==> config.mk <==
export PLATFORM = sky130hd
export DESIGN_NAME = alu
export DESIGN_NICKNAME = d
export VERILOG_FILES = /design/src/rtl/alu_pkg.sv /design/src/rtl/alu_addsub.sv /design/src/rtl/alu.sv
export SDC_FILE = /design/constraint.sdc
export NUM_CORES = 1
export LEC_CHECK = 0
export ABC_AREA = 0
export CORE_MARGIN = 3
export CORE_UTILIZATION = 38
export CTS_CLUSTER_DIAMETER = 200
export DETAILED_ROUTE_END_ITERATION = 16
export PLACE_DENSITY = 0.74
export SLEW_MARGIN = 15
export SYNTH_ARGS = -nofsm -noshare
export SYNTH_HDL_FRONTEND = slang
export SYNTH_HIERARCHICAL = 1
export SYNTH_SLANG_ARGS = --single-unit
==> constraint.sdc <==
create_clock -name clk -period 5.05 [get_ports clk]
set_input_delay 1.01 -clock clk [delete_from_list [all_inputs] [get_ports clk]]
set_output_delay 1.01 -clock clk [all_outputs]
set_load 0.05 [all_outputs]
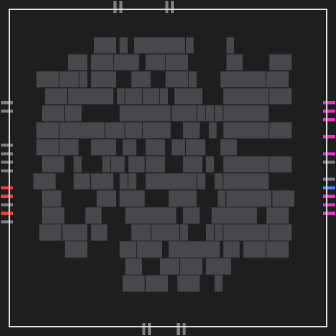
run_1/pins.png
Pins as bars across the die edge, other pins in gray.
Result: shown in magenta, pins 8, direction output, edge east. Control: shown in red, pins 3, direction input, edge west. reset: shown in blue, pins 1, direction input, edge east.
overall die height: 50.5 um
Port Buffer Count: 29

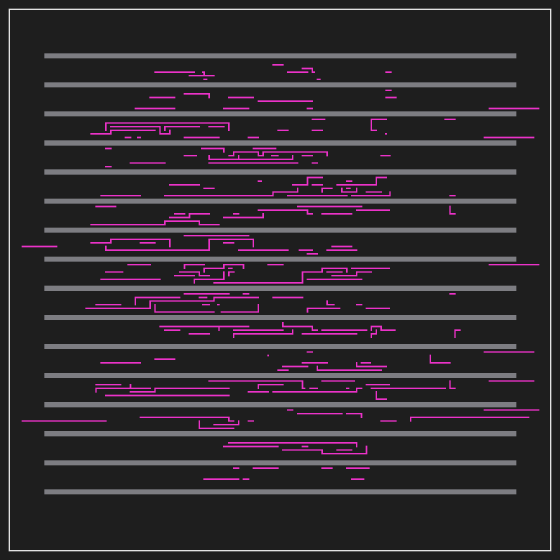
run_1/met1.png
Supply wires on this layer in gray.
The layer holds 43% of the routed length. The wires run mostly horizontal.
met1 layer usage reported by global route: 15.5%
drt total wl: 1380 um
Via Count: 605

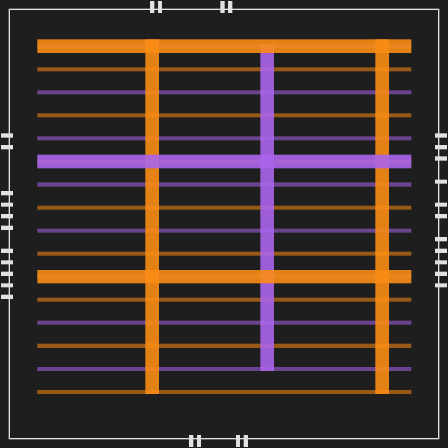
run_1/pdn.png
Pins as bars on the die edge.
VSS: shown in orange. VDD: shown in purple.
30 signal pins sit on the boundary. 3 straps on met4. The core has 15 rows. 16 met1 rails follow the rows.
IR Drop Worst-Case VDD: 0.108 mV
die outline width: 50.5 um
area of the core: 1800 um^2

==> summary.txt, run 1 <==
Figures from the flow reports.

Placement:
- The run gives the post-placement worst setup slack as -0.358 ns.
- The run puts the final HPWL from detailed placement at 1240 um.
- The run gives the number of placed instances with taps included as 133.

Worst setup path:
- Per STA, the highest per-stage delay on the worst path measures 0.50 ns.
- The run gives the arrival time at the worst endpoint as 5.02 ns.
- The run gives the number of buffer and inverter stages on the critical path as 3.
- The worst setup path is captured at a flop.
- The worst setup path is launched from a primary input.

Clock network:
- The run puts the post-cts resize count at 2.
- The run puts the number of H-tree levels at 1.
- The run gives the clock slew seen by the registers of the worst setup and hold paths as 0.05 ns.
- The run gives the post-CTS setup buffer count as 0.
- Counting the buffers created by CTS gives 3.

Global route:
- The via count of the first global-routing pass is 610.
- The run gives the busiest layer in global routing as met2.
- The run gives the overflow left after global routing as 0.
- The run gives the number of antenna violations at the first check in global routing as 0.

Drt:
- The run puts the count of nets left with antenna violations after detail routing at 0.
- The run puts the sum of met2 wire segment lengths after detailed routing at 703 um.
- The routed design shows a via density per instance of 4.42.

Final layout:
- 49 cells are multi-input combinational gates.
- The run puts the number of cells in the finished layout apart from fillers at 137.
- Leaving out the clock tree, the finished layout contains an inverter count of 13.
- The run puts the final core utilization at 63.0%.
- The run puts the non-clock buffer instance count of the final layout at 37.
- The run puts the fraction of area in clock buffers and inverters at 2.32%.
- The run puts the logic area at 499 um^2.
- The run puts the count of clock-net buffers in the final layout at 4.
- The run puts the flip-flop count of the largest register, all copies and words added at 8.
- The run puts the area occupied by registers at 180 um^2.
- The largest cell class by area is logic gates.

Run status:
- The flow ran to the end, and the final reports show no timing, DRC or antenna violations.

Power:
- The internal portion of the total power is 174 uW.
- The run puts the cell area power density at 232 nW/um^2.
- The run gives the part of the total power dissipated in sequential elements as 29.7%.
- The run puts the combinational power at 134 uW.
- The run gives the net switching power as 89.2 uW.
- The run puts the leakage component of the power at 0.462 nW.
- The group that draws the most power in this run is combinational logic.
- The run gives the switching power as a share of total power as 33.8%.

Floorplan:
- The run gives the number of I/O pins as 30.
- Before placement the cells fill 41.8% of the core.
- The run puts the number of cell rows at 15.

Synth:
- Post-synth the commonest register cell is dfxtp_1.
- The run gives the area fraction in compound gates as 12.6%.
- Of the post-synthesis cell area, the part taken by muxes is 1.50%.
- The run puts the post-synthesis chip area from yosys at 753 um^2.
- The run gives the main combinational cell family by area after synthesis as adder cells.
- The biggest area contributor in the post-synthesis netlist is dfxtp_1.
- The run puts the mean area per synthesized cell at 10.0 um^2.
- Of the post-synthesis cell area, the dominant cell type holds 23.9%.

STA:
- Dividing the final minimum period by the clock period gives 96.7%.
- The final timing report derives a shortest allowable period of 4.88 ns.
- The transition time recorded at the tightest slew-check pin is 0.500 ns.
- The final timing report counts setup violations totalling 0.
- Per the timing report, the achievable frequency comes out to 205 MHz.
==> run 2, diff against run 1 <==
--- a/config.mk
+++ b/config.mk
@@ -6,11 +6,14 @@
 export NUM_CORES = 1
 export LEC_CHECK = 0
 export ABC_AREA = 0
+export CELL_PAD_IN_SITES_DETAIL_PLACEMENT = 1
+export CELL_PAD_IN_SITES_GLOBAL_PLACEMENT = 2
 export CORE_MARGIN = 3
-export CORE_UTILIZATION = 38
+export CORE_UTILIZATION = 22
 export CTS_CLUSTER_DIAMETER = 200
 export DETAILED_ROUTE_END_ITERATION = 16
-export PLACE_DENSITY = 0.74
+export PLACE_DENSITY_LB_ADDON = 0.1
+export SKIP_CTS_REPAIR_TIMING = 1
 export SLEW_MARGIN = 15
 export SYNTH_ARGS = -nofsm -noshare
 export SYNTH_HDL_FRONTEND = slang
==> summary.txt, run 2 <==
Figures from the flow reports.

Synth:
- The run gives the area fraction in compound gates as 12.6% (unchanged).
- The run puts the number of synthesized flops with an enable pin at 0.
- The multiplexer share of the synthesized area came to 1.50% (unchanged).
- The run puts the mean area per synthesized cell at 10.0 um^2 (unchanged).
- The area share of the leading cell type in the synthesized netlist was 23.9% (unchanged).
- The synthesis run identifies the leading combinational cell family as adder cells.
- The run gives the predominant post-synthesis flop cell as dfxtp_1.
- Summed over all instances, the cell type with the most area after synthesis is dfxtp_1.
- The run puts the post-synthesis chip area from yosys at 753 um^2 (unchanged).

Global route:
- The run puts the maximum number of pins on one net before global-route repair at 12.
- The run gives the busiest layer in global routing as met2.
- The run puts the overflow left after global routing at 0 (unchanged).
- The met1 track demand over resource was 10.0% (-5.4 points).
- The via count of the first global-routing pass is 644 (+5.6%).
- The run gives the number of antenna violations at the first check in global routing as 0 (unchanged).

Floorplan:
- The run gives the area of the core region as 3150 um^2 (+75%).
- The run puts the number of cell rows at 20 (+5).
- The floorplan core density came to 23.9% (-18 points).
- The chip occupies 4160 um^2.
- The run puts the number of I/O pins at 30 (unchanged).

Final layout:
- The run gives the fraction of area in clock buffers and inverters as 2.26% (-0.060 points).
- The layout multi-input combinational cell count is 49 (unchanged).
- The run puts the flip-flop count of the largest register, all copies and words added at 8 (unchanged).
- The logic area is 502 um^2 (+0.50%).
- The area occupied by registers was 180 um^2 (unchanged).
- The run puts the non-clock buffer instance count of the final layout at 37 (unchanged).
- The run puts the inverter count of the layout excluding clock inverters at 13 (unchanged).
- The final core utilization came to 36.9% (-26 points).
- The run puts the count of clock-net buffers in the final layout at 4 (unchanged).
- The run puts the layout filler cell count at 377.

Power:
- The run puts the leakage component of the power at 0.471 nW (+2.0%).
- The part of the total power dissipated in sequential elements was 28.9% (-0.8 points).
- The cell area power density was 233 nW/um^2 (+0.26%).
- The run puts the combinational power at 140 uW (+4%).
- The run gives the worst-case vdd ir drop as 0.0560 mV (-48%).
- The run puts the net switching power at 95.5 uW (+7.0%).
- The run gives the cell-internal power as 176 uW (+0.81%).
- The largest share of the power goes to combinational logic.
- The run puts the switching power as a share of total power at 35.2% (+1.4 points).

Drt:
- For this sky-water flow run, the detailed-routed wirelength per cell is reported as 12.0 um.
- The final wirelength is 1880 um (+36%).
- The run gives the routed wire length on met3 as 83 um.
- The run gives the count of nets left with antenna violations after detail routing as 0 (unchanged).
- The run puts the routed via count divided by cell count at 4.08 (-7.7%).
- The sum of met2 wire segment lengths after detailed routing came to 1050 um (+49%).
- The overall via count from detail_route is 636 (+5.1%).

Placement:
- The run gives the post-placement worst setup slack as -0.456 ns (-0.0973 ns).
- The run gives the final HPWL from detailed placement as 1570 um (+26%).
- The run gives the number of placed instances with taps included as 152 (+14%).
- The run gives the count of buffers from port buffering as 29 (unchanged).

Run status:
- The run finished with clean final reports.

STA:
- The run gives the actual slew at the worst max-slew pin as 0.504 ns (+0.00331 ns).
- The run gives the final worst-path cycle share as 97.0% (+0.39 points).
- The run gives the worst path setup slack after routing as 0.149 ns.
- The run gives the timing-limited maximum frequency as 204 MHz (-0.40%).
- The run puts the shortest period the worst path allows at 4.90 ns (+0.0198 ns).
- The run gives the final setup violation count as 0 (unchanged).

Worst setup path:
- The number of buffer and inverter stages on the critical path is 3 (unchanged).
- The run gives the arrival time at the worst endpoint as 5.05 ns (+0.03 ns).
- STA classifies the critical path startpoint as a primary input.
- STA classifies the critical path endpoint as a flop.
- All stages included, the depth of the critical timing path comes to 15.
- The delay of the slowest cell on the worst path was 0.50 ns (about the same).

Clock network:
- The run puts the number of buffers inserted during clock tree synthesis at 3 (unchanged).
- The run gives the TritonCTS clock tree as yes.
- The run puts the number of H-tree levels at 1 (unchanged).
- The run puts the clock slew seen by the registers of the worst setup and hold paths at 0.06 ns (about the same).
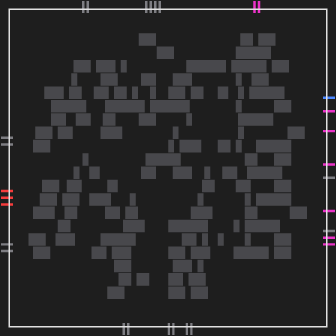
run_2/pins.png
Pins as bars across the die edge, other pins in gray.
Control: shown in red, pins 3, direction input, edge west. reset: shown in blue, pins 1, direction input, edge east. Result: shown in magenta, pins 8, direction output, edge 6 east, 2 north.
die outline width: 64.5 um
overall die height: 64.5 um

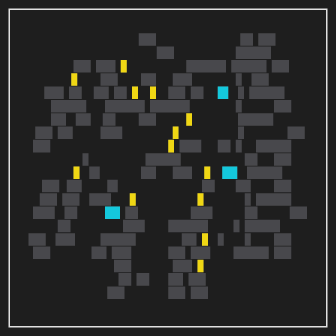
run_2/gate_families.png
AND and OR gates: shown in cyan, cells 3. inverters: shown in yellow, cells 13.
multi-input combinational area share: 43.1%
most frequent logic cell in the layout: clkdlybuf4s50_1
number of standard cells in the final layout excluding fillers: 156

Power is estimated from default activity; no workload was simulated.
